met3.png
Bar = 20 um.
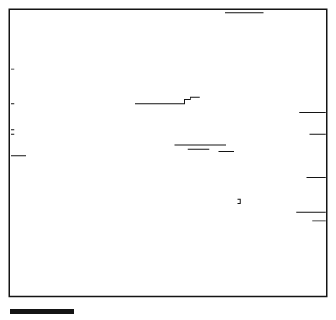
registers.png
Other sequential cells in the stronger grey, the rest of the logic in the fainter grey.
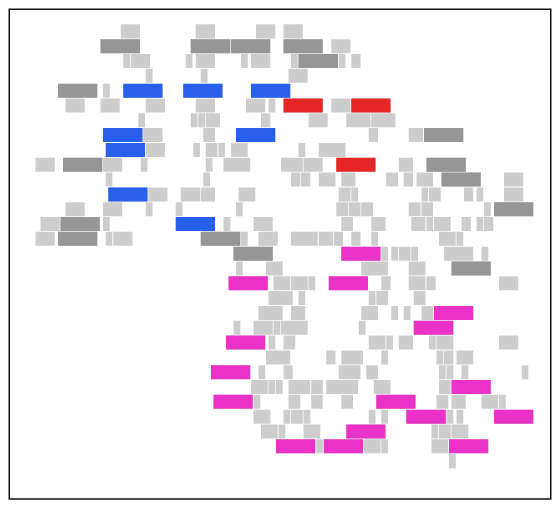
final_congestion.png
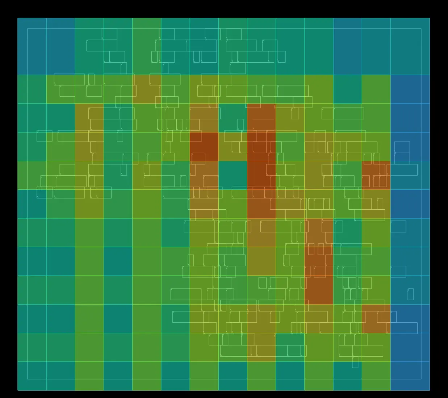
met2.png
Cells faint in the background.
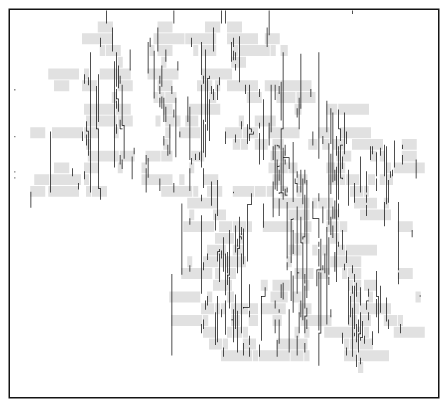
==> config.mk <==
export PLATFORM = sky130hd
export DESIGN_NAME = uart_rx
export DESIGN_NICKNAME = d
export VERILOG_FILES = /design/src/rtl/uart_rx.sv
export SDC_FILE = /design/constraint.sdc
export NUM_CORES = 1
export LEC_CHECK = 0
export CORE_ASPECT_RATIO = 0.9
export CORE_MARGIN = 2
export CORE_UTILIZATION = 25
export CTS_CLUSTER_DIAMETER = 100
export DETAILED_ROUTE_END_ITERATION = 16
export PLACE_DENSITY = 0.43
export SYNTH_ARGS = -nofsm -noshare
export SYNTH_HDL_FRONTEND = slang
export SYNTH_SLANG_ARGS = --single-unit
==> constraint.sdc <==
create_clock -name clk -period 6.7 [get_ports clk]
set_input_delay 1.34 -clock clk [delete_from_list [all_inputs] [get_ports clk]]
set_output_delay 1.34 -clock clk [all_outputs]
set_load 0.01 [all_outputs]
==> results.ini <==
[layout]
final_cell_count_no_fill = 341
fin_nets = 250
insertedDiodeCount = 0

[synth]
ys_seq_elements = 43
asyncSetResetFlopFracSynth_pct = 0
fp_nets = 241
synthesis.area_per_instance_um2 = 8.775

[timing]
post_layout_min_period_ns = 3.293
max_clock_freq_ghz = 0.3037
final_count_of_pins_violating_max_slew = 0

[pwr]
comb_cell_power_mw = 0.0192
p_leak_nw = 0.7959
share_seq_of_total_power_pct = 56.7
p_clk_mw = 0.179
clockPowerShare_pct = 39.1

[placement]
gp_congestion = 0.7115
place_worst_setup_slack_ns = 3.172

[worst_setup_path]
path_buffers = 1
critical_path_arrival_ns = 3.47
cp.required_ns = 6.88
crit_path_cell_trace = clkdlybuf4s50_1, nand2b_1, nand3b_1, or3_4, o311ai_0, o41ai_1
worstSetupPathDepth = 6
worstPathMaxFanout = 14

[clocking]
ctsRootBufferMaster = clkbuf_8

[status]
outcome = completed

Notes on met3.png above:
share of all routed wire = 2.4%
longest straight run = 15.9 um
main direction = horizontal
wire length on this layer = 102 um
nets with wire on the layer = 14
met3 usage in global routing: 2.090%
via count of the routed design: 1551

Notes on registers.png above:
blue -> `shift_r`  # placed flops 8
magenta -> `cnt_r`  # placed flops 16
red -> `bit_idx_r`  # placed flops 3
not coloured = 16
storage element area: 860.8 um^2
sequential power: 0.260 mW
sequential cell area share: 36.75%
core occupancy in the finished layout: 29.31%

Notes on final_congestion.png above:
global routing usage on met2: 15.05%
met1 layer usage reported by global route: 14.23%
Total GRT Usage: 10.02%
average wire length per cell after detail routing: 12.32 um

Notes on met2.png above:
wire length on this layer = 1730 um
main direction = vertical
share of all routed wire = 41%
DRT Wirelength: 4202 um

==> worst reg2reg max path: stages, from the launching register on <==
cell and delay (ns):
dfxtp_1 0.35, or4_1 0.58, or4_4 0.63, or3_4 0.44, o311ai_0 0.36, o41ai_1 0.15
==> layer usage <==
layer / track usage [%] / vias up
met5: 0 / -
met4: 3.736 / 0
met3: 2.090 / 4
met2: 15.05 / 20
met1: 14.23 / 714
li1: - / 813
==> layout make-up <==
type / instances / area, um^2
Clock buffer: 5 / 68.82
Clock inverter: 3 / 26.28
Fill cell: 873 / 5648
Inverter: 7 / 26.28
Multi-Input combinational cell: 169 / 1089
Sequential cell: 43 / 860.8
Tap cell: 99 / 123.9
Timing Repair Buffer: 15 / 147.6
No activity file was given, so power comes from the tool's default toggle rates.
